File: config.mk
export PLATFORM = sky130hd
export DESIGN_NAME = hack_mem_arbiter
export DESIGN_NICKNAME = d
export VERILOG_FILES = /design/src/rtl/hack_mem_pkg.sv /design/src/rtl/hack_starve_counter.sv /design/src/rtl/hack_mem_arbiter.sv
export SDC_FILE = /design/constraint.sdc
export NUM_CORES = 1
export LEC_CHECK = 0
export CORE_ASPECT_RATIO = 0.75
export CORE_UTILIZATION = 35
export CTS_CLUSTER_DIAMETER = 100
export DETAILED_ROUTE_END_ITERATION = 10
export PLACE_DENSITY = 0.89
export SLEW_MARGIN = 25
export SYNTH_ARGS = -nofsm -noshare
export SYNTH_HDL_FRONTEND = slang
export SYNTH_SLANG_ARGS = --single-unit
File: constraint.sdc
create_clock -name clk -period 1.8 [get_ports clk]
set_input_delay 0.18 -clock clk [delete_from_list [all_inputs] [get_ports clk]]
set_output_delay 0.18 -clock clk [all_outputs]
set_load 0.02 [all_outputs]
File: src/rtl/hack_mem_pkg.sv
// Shared types and constants for the Hack unified-memory arbiter.
package hack_mem_pkg;

  // Default widths: word address of addressM and the Hack data word.
  localparam int unsigned HACK_AW = 15;
  localparam int unsigned HACK_DW = 16;

  // Width of the fetch starvation counter (STARVE_MAX fits in 1..15).
  localparam int unsigned STARVE_W = 4;

  // ARB: normal fixed-priority arbitration; LOCKED: data port owns the RAM.
  typedef enum logic {
    ARB    = 1'b0,
    LOCKED = 1'b1
  } arb_state_t;

  // Which port a pending read belongs to.
  localparam logic OWN_FETCH = 1'b0;
  localparam logic OWN_DATA  = 1'b1;

endpackage

File: src/rtl/hack_starve_counter.sv
// Saturating count of consecutive cycles in which fetch was denied.
// Freeze takes priority over clear, and clear over increment.
module hack_starve_counter
  import hack_mem_pkg::*;
#(
  parameter int unsigned MAX = 3
) (
  input  logic clk,
  input  logic rst_n,
  input  logic inc_i,
  input  logic clr_i,
  input  logic frz_i,
  output logic sat_o
);

  localparam logic [STARVE_W-1:0] MAX_C = STARVE_W'(MAX);

  logic [STARVE_W-1:0] cnt_q, cnt_d;

  // Next count: hold, clear, or step up until the threshold is reached.
  // NOTE: every signal assigned in always_comb gets a default first, so no path leaves it unassigned and no latch is inferred.
  always_comb begin
    cnt_d = cnt_q;
    if (!frz_i) begin
      if (clr_i) begin
        cnt_d = '0;
      end else if (inc_i && (cnt_q < MAX_C)) begin
        cnt_d = cnt_q + 1'b1;
      end
    end
  end

  // Count register.
  // NOTE: state registers use non-blocking assignments so every flop samples pre-edge values regardless of block order.
  always_ff @(posedge clk or negedge rst_n) begin
    if (!rst_n) begin
      cnt_q <= '0;
    end else begin
      cnt_q <= cnt_d;
    end
  end

  assign sat_o = (cnt_q == MAX_C);

endmodule

File: src/rtl/hack_mem_arbiter.sv
// Shares one single-port synchronous RAM between instruction fetch and the
// data (M) port. Data has fixed priority; fetch is guaranteed a grant after
// STARVE_MAX consecutive denials. A locked data read keeps ownership for the
// following write of a read-modify-write sequence.
module hack_mem_arbiter
  import hack_mem_pkg::*;
#(
  parameter int unsigned AW         = HACK_AW,
  parameter int unsigned DW         = HACK_DW,
  parameter int unsigned STARVE_MAX = 3
) (
  input  logic          clk,
  input  logic          reset,
  // Fetch port (read only)
  input  logic          fetch_req,
  input  logic [AW-1:0] fetch_addr,
  output logic          fetch_gnt,
  output logic          fetch_rvalid,
  output logic [DW-1:0] fetch_rdata,
  // Data port
  input  logic          data_req,
  input  logic          data_we,
  input  logic [AW-1:0] data_addr,
  input  logic [DW-1:0] data_wdata,
  input  logic          data_lock,
  output logic          data_gnt,
  output logic          data_rvalid,
  output logic [DW-1:0] data_rdata,
  // RAM macro
  output logic          mem_en,
  output logic          mem_we,
  output logic [AW-1:0] mem_addr,
  output logic [DW-1:0] mem_wdata,
  input  logic [DW-1:0] mem_rdata
);

  arb_state_t    state_q, state_d;
  logic          run_q;
  logic          rd_pend_q, rd_pend_d;
  logic          rd_owner_q, rd_owner_d;
  logic [DW-1:0] fetch_rdata_q, data_rdata_q;
  logic          starve_sat;

  // Fetch starvation guard: counts only while arbitrating, frozen when locked.
  hack_starve_counter #(
    .MAX (STARVE_MAX)
  ) u_starve (
    .clk   (clk),
    .rst_n (reset),
    .inc_i (fetch_req && !fetch_gnt),
    .clr_i (fetch_gnt || !fetch_req),
    .frz_i (state_q == LOCKED),
    .sat_o (starve_sat)
  );

  // Grant selection and lock state transitions. run_q keeps every grant low
  // until the first rising edge after reset is released.
  always_comb begin
    fetch_gnt = 1'b0;
    data_gnt  = 1'b0;
    state_d   = state_q;
    if (run_q) begin
      case (state_q)
        ARB: begin
          if (fetch_req && starve_sat) begin
            fetch_gnt = 1'b1;
          end else if (data_req) begin
            data_gnt = 1'b1;
            if (data_lock) state_d = LOCKED;
          end else if (fetch_req) begin
            fetch_gnt = 1'b1;
          end
        end
        LOCKED: begin
          if (data_req) begin
            data_gnt = 1'b1;
            if (!data_lock) state_d = ARB;
          end else begin
            state_d = ARB;
          end
        end
        default: state_d = ARB;
      endcase
    end
  end

  // RAM command follows whichever port won this cycle.
  always_comb begin
    mem_en     = fetch_gnt || data_gnt;
    mem_we     = data_gnt && data_we;
    mem_addr   = data_gnt ? data_addr : fetch_addr;
    mem_wdata  = data_wdata;
    rd_pend_d  = fetch_gnt || (data_gnt && !data_we);
    rd_owner_d = data_gnt ? OWN_DATA : OWN_FETCH;
  end

  // Read return: the owner sees the RAM output live; the other port holds
  // the last word it was given.
  assign fetch_rvalid = rd_pend_q && (rd_owner_q == OWN_FETCH);
  assign data_rvalid  = rd_pend_q && (rd_owner_q == OWN_DATA);
  assign fetch_rdata  = fetch_rvalid ? mem_rdata : fetch_rdata_q;
  assign data_rdata   = data_rvalid  ? mem_rdata : data_rdata_q;

  // Arbiter state, pending-read tracking and held read data.
  // NOTE: the held read-data words are plain registers, not storage arrays, so they take the reset and read back as zero.
  always_ff @(posedge clk or negedge reset) begin
    if (!reset) begin
      state_q       <= ARB;
      run_q         <= 1'b0;
      rd_pend_q     <= 1'b0;
      rd_owner_q    <= OWN_FETCH;
      fetch_rdata_q <= '0;
      data_rdata_q  <= '0;
    end else begin
      state_q    <= state_d;
      run_q      <= 1'b1;
      rd_pend_q  <= rd_pend_d;
      rd_owner_q <= rd_owner_d;
      if (fetch_rvalid) fetch_rdata_q <= mem_rdata;
      if (data_rvalid)  data_rdata_q  <= mem_rdata;
    end
  end

endmodule
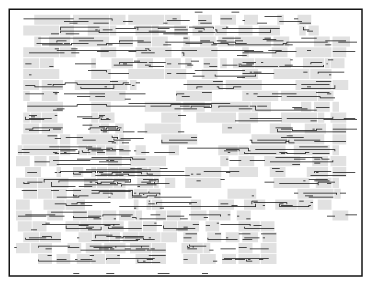
m1.png
Scale: 4 px per um. Cells faint in the background.
longest straight run: 34.0 um
nets with wire on the layer: 274
main direction: horizontal

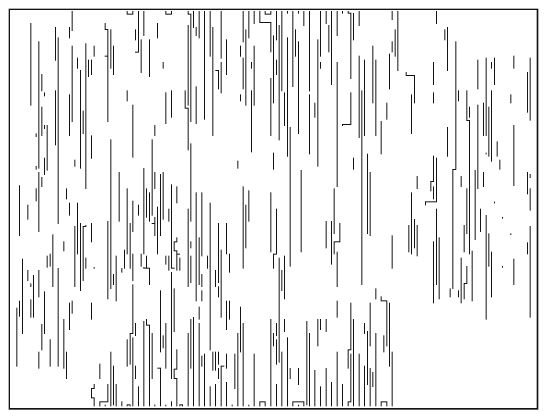
m2.png
Scale: 6 px per um.
share of all routed wire: 49%
nets with wire on the layer: 305
wire length on this layer: 2460 um

==> run notes <==
The synthesis and place-and-route flow finished, so here is a summary.

The global route stage reports its total congestion overflow as 0. The number of antenna violations at the first check in global routing is 0. The final max-slew violation count is 0. The number of different library cells used by synthesis comes to 27. The floorplan core density is 0.363.

The number of placement rows is 23. The maximum VDD drop came out at 0.559 mV. In this run the remaining antenna-violating nets after routing total 0. In the final layout, the share of cells above drive strength 1 is 0.541. In this design, the stage delay of the slowest critical-path cell is 0.41 ns. The number of inserted filler cells in the final layout is around 410. The width of the die is 87.8 um. The post-route non-filler standard cell count is 332. For this run, the number of Yosys warnings is 0. The cell family with the largest share of critical-path delay is flip-flops.

In this run, synthesis inferred 0 flip-flops with an integrated enable. The sequential standard cell area is 1000 um^2. The least setup slack across all paths after layout is -0.0746 ns. In the finished design, the share of the clock period the worst path needs comes to 1.04. The fraction of synthesis flops using an asynchronous set or reset pin is 1.00. The max-cap check violation count came out at 0. For this run, the register share of the synthesized area comes to 0.518.

The post-detailed-routing wire length came out at 4.98 mm. The critical path data required time came out at ~1.6 ns. The final reports fail on setup timing. The cell type with the largest total area after synthesis is dfrtp_1.

The most numerous cell in the Yosys netlist is mux2_2. In the synthesized netlist, the cells that appear most often are mux2_2, dfrtp_1, buf_4. By area the synthesized netlist is led by dfrtp_1, mux2_2, buf_4. The critical path class is flop to output pin. The maximum frequency from static timing analysis is 533 MHz. According to the floorplan report, the die height is 66.3 um. Counting flops and latches in the post-synthesis netlist gives 40. The number of sinks driven by the clock tree came out at around 40. In the synthesized netlist the dominant register cell turns out to be dfrtp_1. The clock-pin slew on the worst setup and hold paths is 0.07 ns. The nature of the critical path endpoint is an output pin. Entering global routing, the biggest net connects 41 pins. The final hold violation count is 0. The finished layout cell area came out at ~3400 um^2. The number of vias per cell after detailed routing came out at 4.46. The run finished, with violations left.

The worst hold slack after final layout is 0.360 ns. The sum of buffers and inverters on the critical path is 2. The count of final setup violators came out at 16.

At the pin with the least slew margin, the transition time is approximately 0.50 ns. Per the placement log, port buffering inserted 104 buffers. The number of buffers on the longest clock path is 2. The total die area came out at 5820 um^2. At the end of routability-driven placement, the weighted congestion stood at between 0.8 and 0.9. The H-tree generated during clock tree synthesis spans 2 levels. TritonCTS created 5 clock buffers.

The power per unit of standard cell area is 925 nW/um^2. The highest-delay cell along the critical path is dfrtp_1. Traced cell by cell, the critical path runs through ha_4 -> a31oi_4 -> buf_6 -> mux2_4 -> buf_6. The pre-CTS setup slack is -0.444 ns. The root buffer cell is clkbuf_8. The cell area after placement came out at 3060 um^2. In this run the cell area of the synthesized design comes to 1930 um^2. The summed standard-cell area reported by yosys is about 1900 um^2.

The area occupied by multi-input gates came out at 891 um^2. The count of mapped cells out of synthesis came out at 139. TritonCTS built the clock tree. The first global-routing pass estimated 7.73 mm of wire. The count of inserted antenna diode cells came out at 0. The share of synthesized area in the top cell type comes to 0.518.

The area inside the core boundary came out at 5320 um^2. The net count entering floorplan is 208. In the routed design, unresolved DRC markers number 0. The clock latency on the worst-skew pair came out at ~0.28 ns. Setup repair after global routing could not meet its margin everywhere.

The summed negative setup slack over all endpoints came out at -1.03 ns. For this design the top-level I/O count stands at 137. In this design, the critical path's most frequently occurring cell is buf_6. The kind of launch point of the worst setup path is a flop. The HPWL after detailed placement is ~3.4 mm. The placed instance count came out at 313.

The final clock skew is 0.00412 ns. Per the log, the first TritonRoute iteration ended with a DRC count of 27. The layout net count came out at 326. The cell count in the Yosys report came out at 139. The average cell area after synthesis is 13.9 um^2. The routed length per placed instance is 15.0 um. The number of logged tool warnings came out at 28. The kind of path behind the tightest hold check is input pin to output pin. The via count of the first global-routing pass came to 1603. The global-route total usage across every layer came out at 0.178. The area added between synthesis and finish is 73.8%. Max fanout on the critical path was recorded as 7.

The first detailed-routing pass ran for 4 iterations. The total leakage power is about 1.6 nW. The final critical-path required period is 1.87 ns.

The relative slew slack is 0.664. The endpoint arrival time on the critical path is 1.69 ns.
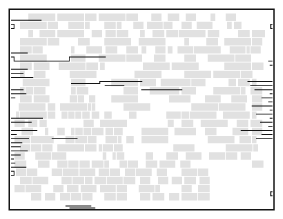
m3.png
Scale: 3 px per um. Cells faint in the background.
main direction: horizontal
wire length on this layer: 274 um
nets with wire on the layer: 46
share of all routed wire: 5.5%
vias post-DR: 1480
met3 capacity usage during global routing: 0.0612

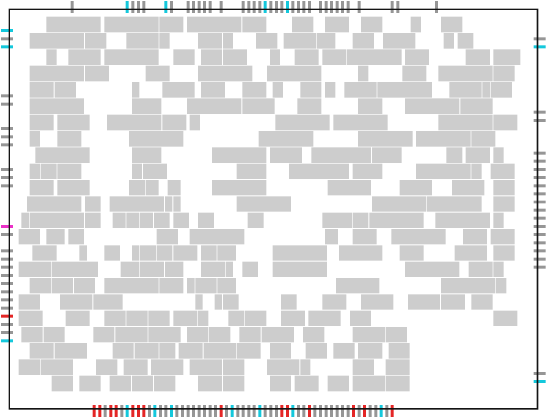
pinout.png
Scale: 6 px per um. Pins as bars across the die edge, other pins in gray.
[magenta] `fetch_req` | pins: 1 | direction: input | edge: left
[red] `data_addr` | pins: 15 | direction: input | edge: 14 bottom, 1 left
[cyan] `data_wdata` | pins: 16 | direction: input | edge: 7 bottom, 4 top, 3 left, 2 right

==> layout make-up <==
cell class / count / area share
Tap cell: 75 / 0.0279
Clock inverter: 1 / 0.00149
Sequential cell: 40 / 0.298
Inverter: 3 / 0.00335
Timing Repair Buffer: 131 / 0.382
Multi-Input combinational cell: 76 / 0.265
Clock buffer: 6 / 0.0216
==> registers in the layout (all words and copies together), names as in the netlist <==
register / count
data_rdata_q: 16
fetch_rdata_q: 16
u_starve.cnt_q: 4
rd_owner_q: 1
rd_pend_q: 1
run_q: 1
state_q: 1
==> worst paths after layout <==
check / start / end / slack, ns / cells past startpoint
max: u_starve.cnt_q[0]$_DFFE_PN0P_ / mem_addr[8] / -0.07 / 5
min: data_wdata[12] / mem_wdata[12] / 0.36 / 0
max reg2reg: u_starve.cnt_q[0]$_DFFE_PN0P_ / u_starve.cnt_q[0]$_DFFE_PN0P_ / 0.16 / 5
min reg2reg: data_rdata_q[11]$_DFF_PN0_ / data_rdata_q[11]$_DFF_PN0_ / 0.50 / 1
max in group asynchronous: reset / data_rdata_q[12]$_DFF_PN0_ / 0.96 / 3
min in group asynchronous: reset / data_rdata_q[14]$_DFF_PN0_ / 0.49 / 3
==> report_power, final <==
part | internal (W) | switching (W)
Sequential | 0.00110 | 0.0000608
Clock | 0.000263 | 0.000277
Combinational | 0.000753 | 0.000647
==> cells by family (layout without fill, tap and decap cells) <==
logic type,Yosys count,count (layout),share of synthesized area
buf+inv,23,141,0.0835
flops,40,40,0.518
simple gates,18,18,0.0570
other cells,1,1,0.00194
compound gates,8,8,0.0415
fa+ha+maj,1,1,0.00648
mux,48,48,0.291
==> placed cells by master (no fill, tap or decap), drive strengths merged, types with 3 or more instances in the layout <==
master,synthesis,final
nand2,4,4
nor2b,4,4
buf,20,60
clkdlybuf4s50,0,50
mux2,48,48
dfrtp,40,40
nor2,3,3
clkbuf,0,23
inv,3,3
==> repair_timing <==
item                                    4_1_cts  5_1_grt
hold endpoints to repair                     40        0
hold buffers                                  1        0
pin swaps                                     3        2
setup buffers                                 9        1
endpoints found under the setup margin       53       51
resized                                     224       64
cloned                                        4        0
==> metrics by stage <==
| step | utilization | total power, W |
|---|---|---|
| global route | 0.631 | 0.00327 |
| floorplan | - | 0.00187 |
| CTS | 0.632 | 0.00303 |
| global placement | 0.576 | 0.00246 |
| finish | 0.631 | 0.00311 |
| detailed placement | 0.576 | 0.00250 |
==> metal layers <==
| metal | vias to the layer above | wire [um] | GRT usage |
|---|---|---|---|
| met2 | 48 | 2460 | 0.300 |
| li1 | 704 | - | - |
| met4 | 0 | 9 | 0.0246 |
| met1 | 726 | 2240 | 0.225 |
| met5 | - | 0 | 0 |
| met3 | 2 | 274 | 0.0612 |
No activity file was given, so power comes from the tool's default toggle rates.
